Fig. 1: run 1, clock network drawn from the DEF
Scale bar: 20 um.
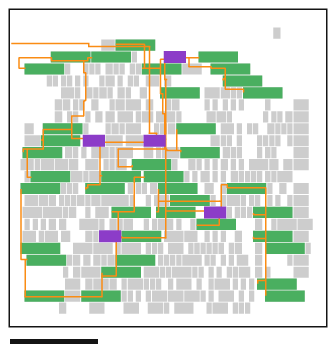
Fig. 2: run 1, the clock network
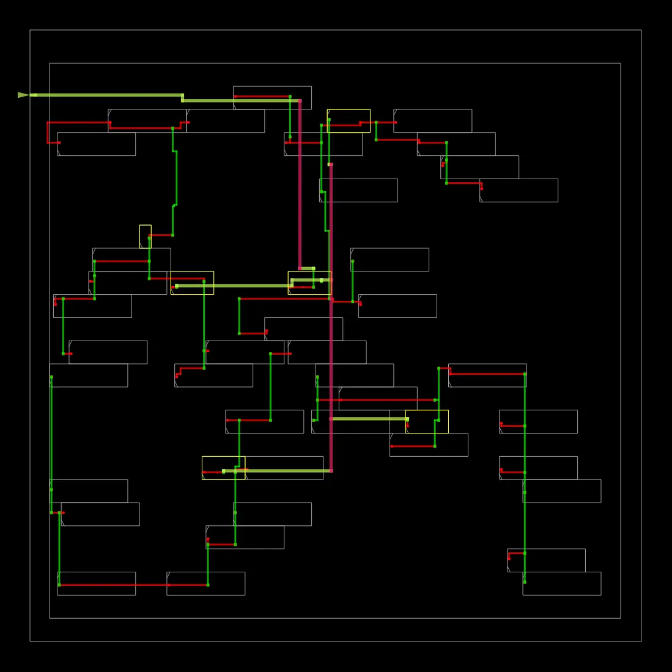
Fig. 3: run 1, gate families picked out
Scale bar: 20 um.
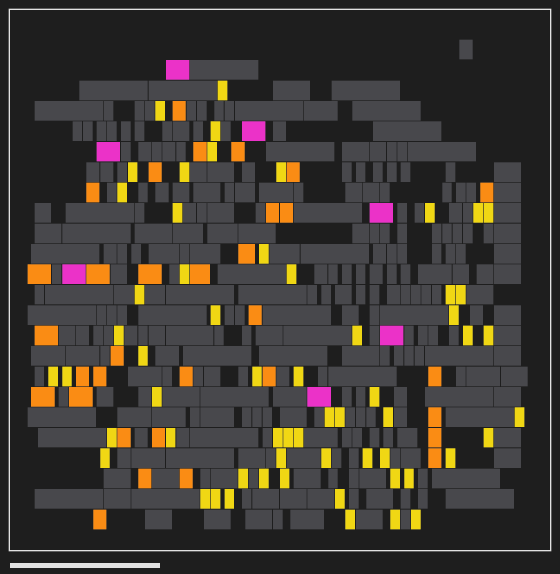
Fig. 4: run 1, cells coloured by class
Scale bar: 20 um.
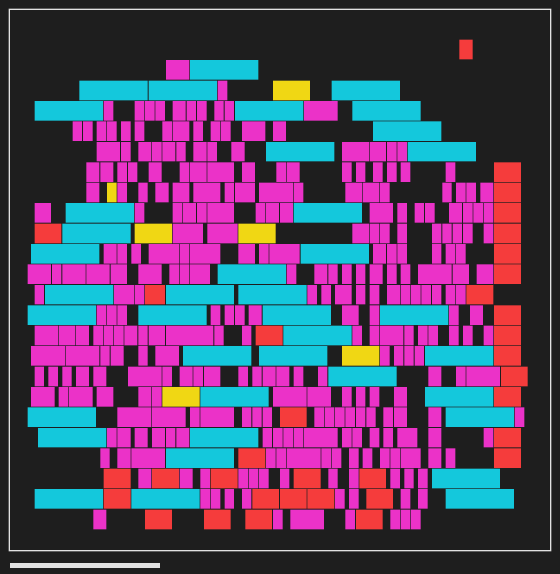
--- src/rtl/gate_vector_sequencer_pkg.sv ---
// rtl/gate_vector_sequencer_pkg.sv - shared state encoding, y_in bit indices and golden gate vectors
package gate_vector_sequencer_pkg;

   typedef enum logic [1:0] {
      ST_IDLE  = 2'd0,
      ST_DRIVE = 2'd1,
      ST_DONE  = 2'd2
   } state_t;

   // y_in bit positions, MSB first: {yand,ynand,yor,ynor,ynot,yxor,yxnor}
   localparam int IDX_AND  = 6;
   localparam int IDX_NAND = 5;
   localparam int IDX_OR   = 4;
   localparam int IDX_NOR  = 3;
   localparam int IDX_NOT  = 2;
   localparam int IDX_XOR  = 1;
   localparam int IDX_XNOR = 0;

   localparam logic [6:0] EXP_00 = 7'b0101101;
   localparam logic [6:0] EXP_01 = 7'b0110110;
   localparam logic [6:0] EXP_10 = 7'b0110010;
   localparam logic [6:0] EXP_11 = 7'b1010001;

endpackage

--- src/rtl/gate_golden_model.sv ---
// rtl/gate_golden_model.sv - combinational {a,b} to expected 7-bit gate output vector
module gate_golden_model
   import gate_vector_sequencer_pkg::*;
(
   input  logic [1:0] i_ab,
   output logic [6:0] o_exp
);

   always_comb begin
      o_exp = EXP_00;
      case (i_ab)
         2'b00:   o_exp = EXP_00;
         2'b01:   o_exp = EXP_01;
         2'b10:   o_exp = EXP_10;
         2'b11:   o_exp = EXP_11;
         default: o_exp = EXP_00;
      endcase
   end

endmodule

--- src/rtl/gate_vector_sequencer.sv ---
// rtl/gate_vector_sequencer.sv - clocked a/b sweep of a two-input gate block with golden compare and scoring
module gate_vector_sequencer
   import gate_vector_sequencer_pkg::*;
#(
   parameter int unsigned HOLD_CYCLES = 2,
   parameter int unsigned NUM_PASSES  = 1
)
(
   input  logic       clk,
   input  logic       rst_n,
   input  logic       start,
   output logic       a,
   output logic       b,
   input  logic [6:0] y_in,
   output logic       busy,
   output logic       done,
   output logic       pass,
   output logic [7:0] err_count,
   output logic [3:0] fail_vec,
   output logic [6:0] err_bits
);

   localparam logic [7:0] HOLD_LAST = 8'(HOLD_CYCLES - 1);
   localparam logic [5:0] PASS_LAST = 6'(NUM_PASSES - 1);

   state_t     r_state;
   state_t     w_state_nxt;
   logic [1:0] r_vec;
   logic [7:0] r_hold;
   logic [5:0] r_pass;
   logic       r_a;
   logic       r_b;
   logic       r_busy;
   logic       r_done;
   logic [7:0] r_err_count;
   logic [3:0] r_fail_vec;
   logic [6:0] r_err_bits;

   logic [6:0] w_exp;
   logic [6:0] w_diff;
   logic [1:0] w_vec_nxt;
   logic       w_start;
   logic       w_cmp;
   logic       w_last;

   gate_golden_model u_golden (
      .i_ab  (r_vec),
      .o_exp (w_exp)
   );

   assign w_diff    = y_in ^ w_exp;
   assign w_vec_nxt = r_vec + 2'd1;
   assign w_start   = start && (r_state != ST_DRIVE);
   // y_in is only looked at on the last cycle of each vector's hold window
   assign w_cmp     = (r_state == ST_DRIVE) && (r_hold == HOLD_LAST);
   assign w_last    = w_cmp && (r_vec == 2'd3) && (r_pass == PASS_LAST);

   always_comb begin
      w_state_nxt = r_state;
      case (r_state)
         ST_IDLE:  if (start)  w_state_nxt = ST_DRIVE;
         ST_DRIVE: if (w_last) w_state_nxt = ST_DONE;
         ST_DONE:  if (start)  w_state_nxt = ST_DRIVE;
         default:  w_state_nxt = ST_IDLE;
      endcase
   end

   always_ff @(posedge clk or negedge rst_n) begin
      if (!rst_n) begin
         r_state <= ST_IDLE;
      end else begin
         r_state <= w_state_nxt;
      end
   end

   always_ff @(posedge clk or negedge rst_n) begin
      if (!rst_n) begin
         r_vec       <= 2'd0;
         r_hold      <= 8'd0;
         r_pass      <= 6'd0;
         r_a         <= 1'b0;
         r_b         <= 1'b0;
         r_busy      <= 1'b0;
         r_done      <= 1'b0;
         r_err_count <= 8'd0;
         r_fail_vec  <= 4'd0;
         r_err_bits  <= 7'd0;
      end else if (w_start) begin
         r_vec       <= 2'd0;
         r_hold      <= 8'd0;
         r_pass      <= 6'd0;
         r_a         <= 1'b0;
         r_b         <= 1'b0;
         r_busy      <= 1'b1;
         r_done      <= 1'b0;
         r_err_count <= 8'd0;
         r_fail_vec  <= 4'd0;
         r_err_bits  <= 7'd0;
      end else if (r_state == ST_DRIVE) begin
         if (w_cmp) begin
            if (w_diff != 7'd0) begin
               if (r_err_count != 8'hFF) begin
                  r_err_count <= r_err_count + 8'd1;
               end
               r_fail_vec[r_vec] <= 1'b1;
               r_err_bits        <= r_err_bits | w_diff;
            end
            if (w_last) begin
               // a/b are left on the final vector once the run ends
               r_busy <= 1'b0;
               r_done <= 1'b1;
            end else begin
               r_vec  <= w_vec_nxt;
               r_a    <= w_vec_nxt[1];
               r_b    <= w_vec_nxt[0];
               r_hold <= 8'd0;
               if (r_vec == 2'd3) begin
                  r_pass <= r_pass + 6'd1;
               end
            end
         end else begin
            r_hold <= r_hold + 8'd1;
         end
      end
   end

   assign a         = r_a;
   assign b         = r_b;
   assign busy      = r_busy;
   assign done      = r_done;
   assign pass      = r_done && (r_err_count == 8'd0);
   assign err_count = r_err_count;
   assign fail_vec  = r_fail_vec;
   assign err_bits  = r_err_bits;

endmodule

--- config.mk ---
export PLATFORM = sky130hd
export DESIGN_NAME = gate_vector_sequencer
export DESIGN_NICKNAME = d
export VERILOG_FILES = /design/src/rtl/gate_vector_sequencer_pkg.sv /design/src/rtl/gate_golden_model.sv /design/src/rtl/gate_vector_sequencer.sv
export SDC_FILE = /design/constraint.sdc
export NUM_CORES = 1
export LEC_CHECK = 0
export ABC_AREA = 1
export CORE_MARGIN = 2
export CORE_UTILIZATION = 55
export DETAILED_ROUTE_END_ITERATION = 12
export GPL_ROUTABILITY_DRIVEN = 1
export PLACE_DENSITY = 0.9
export SLEW_MARGIN = 20
export SYNTH_ARGS = -nofsm -noshare
export SYNTH_HDL_FRONTEND = slang
export SYNTH_HIERARCHICAL = 1
export SYNTH_SLANG_ARGS = --single-unit
--- constraint.sdc ---
create_clock -name clk -period 3.1 [get_ports clk]
set_clock_uncertainty 0.1 [all_clocks]
set_input_delay 0.93 -clock clk [delete_from_list [all_inputs] [get_ports clk]]
set_output_delay 0.93 -clock clk [all_outputs]
set_load 0.02 [all_outputs]
==> impl_metrics.csv, run 1 <==
group,metric,value,unit
status,status,"completed",
final_layout,area_growth,17.3,%
synthesis,mux_share,0,
min_path,holdPathEnd,"err_bits[0]",
timing,setup_violations,0,
placed_design,io_buffers,33,
global_route,grt_max_degree,40,
global_route,grt_pass1_wl,9.10,mm
synthesis,synthCells,344,
synthesis,synthTopCellsByCount,"95 x nand2_1, 54 x inv_1, 39 x dfrtp_1, 36 x nor2_1, 20 x nand3_1",
final_layout,clk_share,0.0244,
final_layout,nClkBuffers,6,
timing,slew_violations,0,
detailed_routing,num_vias,2214,
timing,fin_ws,0.207,ns
clock_network,root_buffer,"clkbuf_8",
die,nWellTaps,52,
global_route,antenna_found_initial,0,
detailed_routing,wl_met2,2.60,mm
critical_path,cp_num_buf_inv,2,
timing,whs,0.417,ns
critical_path,critical_path.max_stage_delay,0.64,ns
min_path,hp-start,"err_bits[0]",
min_path,min_path_cells,2,
placed_design,placed_area,0.00290,mm^2
global_route,gr-usage-met2,0.390,
min_path,hold_class,"flop to flop",
placed_design,dp_slack,0.510,ns
synthesis,synth_nets,369,
critical_path,r2r_start,"r_vec[0]",
clock_network,cts_max_level,2,
synthesis,edf_count,0,
critical_path,slowest_stage,"clkdlybuf4s50_1",
timing,final_hold_viol_count,0,
clock_network,post-cts-setup-buffers,0,
synthesis,synth.most_common_cell,"nand2_1",
timing,finalCritPeriodShare,0.933,
final_layout,nonClkBufAreaFrac,0.112,
synthesis,ys_seq_share,0.385,
critical_path,crit_family,"buffers and inverters",
critical_path,rrSetupSlack,0.85,ns
final_layout,buffers,34,
critical_path,worst-path-stages,5,
final_layout,mostFrequentLayoutCells,"95 x nand2_1, 54 x inv_1, 39 x dfrtp_1",
global_route,overflow,0,
-- Fig. 1 (at the start) --
[clock-net drivers] purple | count: 5
[flip-flops] green | count: 39
[clock wires] orange | length: 491 um
routed clock nets: 6
clock share of power: 0.120
Clk power: 311 uW

-- Fig. 2 (at the start) --
clock tree sinks: 39
worst skew pair latency: 0.29 ns
CTS buffer count: 5

-- Fig. 3 (at the start) --
[inv cells] yellow | cells: 59 | where: spread over the die
[aoi and oai cells] orange | cells: 32
[xor and xnor cells] magenta | cells: 7
multi-input combinational area share: 0.439
dominant logic cell type in the layout: nand2_1
fin cells: 431

-- Fig. 4 (at the start) --
[clock drivers and dummy loads] yellow | cells: 6
[registers] cyan | cells: 39
[remaining logic cells] magenta | cells: 300
[remaining buffers and delay cells] red | cells: 34
Post-Route Utilization: 0.678
# rows: 24
core area: 0.00438 mm^2
Design Area, Final: 0.00297 mm^2
Seq/total area: 0.328

Fig. 5: run 1, power grid
Pins as bars on the die edge. Tap cells in grey.
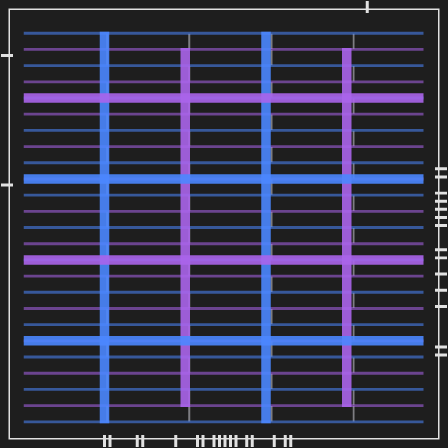

==> inputs of run 2 (changes only) <==
Settings changed: DONT_BUFFER_PORTS set to 1, PLACE_DENSITY 0.9 to 0.8.
Fig. 6: run 2, power grid
Pins as bars on the die edge. Tap cells in grey.
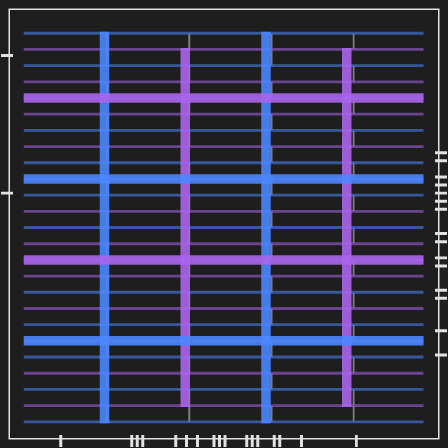
[VDD] purple
[VSS] blue
rows: 24
signal pins: 34
tap cells: 52
met1 rails: 25
maximum VDD drop: 0.462 mV
height of the chip: 71.9 um
die width: 71.9 um

==> impl_metrics.csv, run 2 <==
group,metric,value,unit
critical_path,rrSetupSlack,0.84,ns
synthesis,ys_seq_share,0.385,
clock_network,root_buffer,"clkbuf_8",
final_layout,seqAreaFraction,0.366,
final_layout,final_area,0.00266,mm^2
final_layout,nClkBuffers,6,
die,core,0.00438,mm^2
critical_path,cp_num_buf_inv,2,
timing,slew_violations,0,
synthesis,area_leaders,"dfrtp_1 38%, nand2_1 14%, inv_1 8.0%, ha_1 7.4%, nor2_1 5.3%",
clock_network,post-cts-setup-buffers,0,
placed_design,placed_area,0.00258,mm^2
clock_network,clock_sinks,39,
final_layout,clk_share,0.0329,
global_route,antenna_found_initial,0,
final_layout,comb_share,0.490,
timing,finalCritPeriodShare,0.836,
power_and_ir_drop,clk-power,353,uW
final_layout,lay_top_count,"nand2_1",
detailed_routing,firstDrtPassIters,4,
critical_path,critical_path.max_stage_delay,0.48,ns
final_layout,fin_cells,399,
critical_path,crit_family,"flip-flops",
critical_path,worstSetupPathType,"flop to primary output",
synthesis,synth.most_common_cell,"nand2_1",
timing,whs,0.217,ns
critical_path,worst-path-stages,5,
critical_path,slowest_stage,"dfrtp_1",
synthesis,edf_count,0,
timing,final_hold_viol_count,0,
power_and_ir_drop,clkPwrFrac,0.150,
job,warnings,36,
synthesis,synthCells,344,
final_layout,dominant-cell-class,"logic gates",
status,status,"completed",
min_path,hold_class,"primary input to asynchronous set/reset pin",
critical_path,r2r_start,"r_vec[0]",
detailed_routing,num_vias,2093,
clock_network,cts_max_level,2,
clock_network,cts_made_buffers,5,
detailed_routing,wl_met2,2.37,mm
final_layout,nonClkBufAreaFrac,0.00282,
final_layout,seq_cells,39,
global_route,overflow,0,
placed_design,io_buffers,0,
clock_network,clock_latency,0.30,ns
final_layout,area_growth,5.03,%
synthesis,synth_nets,369,
placed_design,dp_slack,0.840,ns
Fig. 7: run 2, the clock network
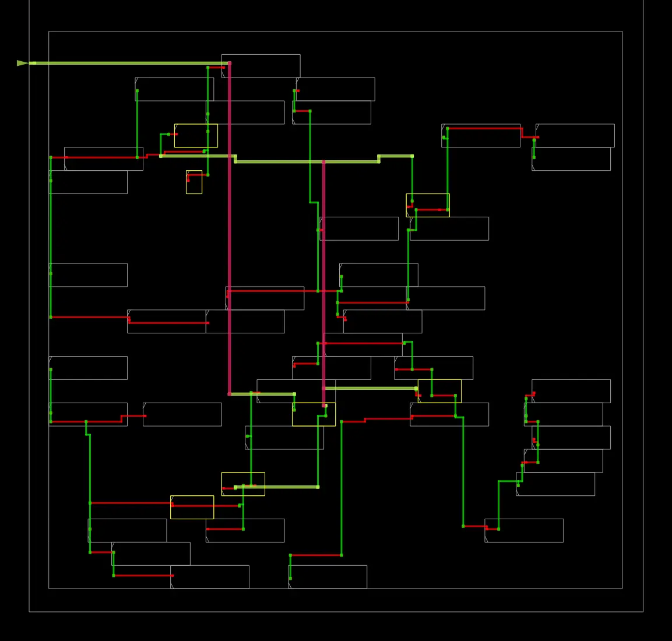

==> inputs of run 3 (changes only) <==
Settings changed: PLACE_DENSITY 0.8 to 0.83.
Clock period 3.1 ns to 2.3 ns, I/O delays scaled along.
Fig. 8: run 3, the clock network
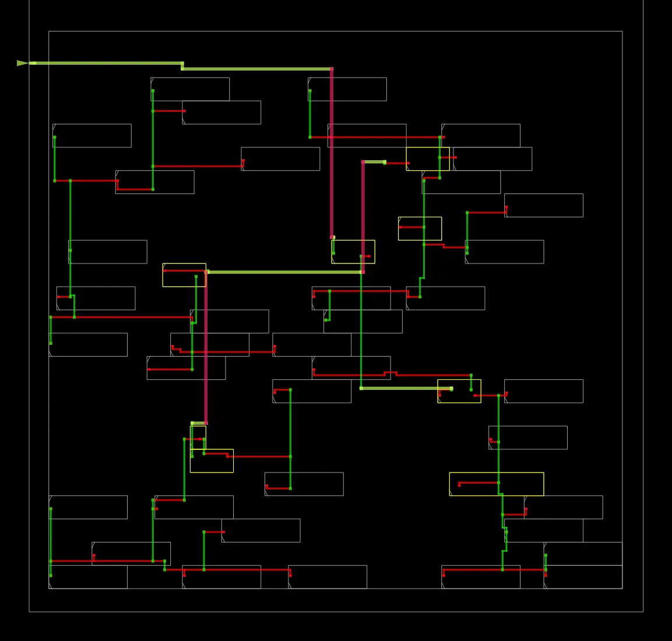
clkbuf count: 6
worst skew pair latency: 0.30 ns
Flops: 39
Clk power: 600 uW

==> impl_metrics.csv, run 3 <==
group,metric,value,unit
timing,whs,0.120,ns
final_layout,fin_util,0.631,
critical_path,worstSetupPathType,"flop to primary output",
critical_path,worst-path-stages,4,
clock_network,cts_max_level,2,
power_and_ir_drop,irDropWorstVdd,0.658,mV
critical_path,r2r_start,"r_vec[0]",
placed_design,dp_slack,0.331,ns
final_layout,area_growth,9.08,%
die,die_y,71.9,um
min_path,hold_class,"primary input to asynchronous set/reset pin",
timing,setup_violations,0,
final_layout,final_area,0.00277,mm^2
detailed_routing,firstDrtPassIters,4,
synthesis,ys_seq_share,0.385,
final_layout,clk_share,0.0425,
critical_path,crit_family,"flip-flops",
synthesis,synthCells,344,
critical_path,slowest_stage,"dfrtp_1",
power_and_ir_drop,clkPwrFrac,0.177,
final_layout,seqAreaFraction,0.353,
synthesis,synthTopCellsByCount,"95 x nand2_1, 54 x inv_1, 39 x dfrtp_1, 36 x nor2_1, 20 x nand3_1",
timing,finalCritPeriodShare,0.943,
final_layout,comb_share,0.472,
detailed_routing,num_vias,2129,
global_route,grt_pass1_wl,9.16,mm
placed_design,io_buffers,0,
critical_path,critical_path.max_stage_delay,0.52,ns
final_layout,nonClkBufAreaFrac,0.0289,
timing,fin_ws,0.131,ns
global_route,overflow,0,
status,status,"completed",
timing,final_hold_viol_count,0,
job,warnings,36,
synthesis,area_leaders,"dfrtp_1 38%, nand2_1 14%, inv_1 8.0%, ha_1 7.4%, nor2_1 5.3%",
synthesis,mux_share,0,
clock_network,post-cts-setup-buffers,0,
clock_network,cts_made_buffers,5,
final_layout,fin_cells,408,
die,placementRows,24,
synthesis,synth_nets,369,
final_layout,mostFrequentLayoutCells,"95 x nand2_1, 54 x inv_1, 39 x dfrtp_1",
final_layout,buffers,9,
clock_network,root_buffer,"clkbuf_8",
critical_path,cp_num_buf_inv,2,
detailed_routing,wl_met2,2.57,mm
final_layout,lay_top_count,"nand2_1",
Power figures rest on the tool's default switching activity, not on a simulated workload.
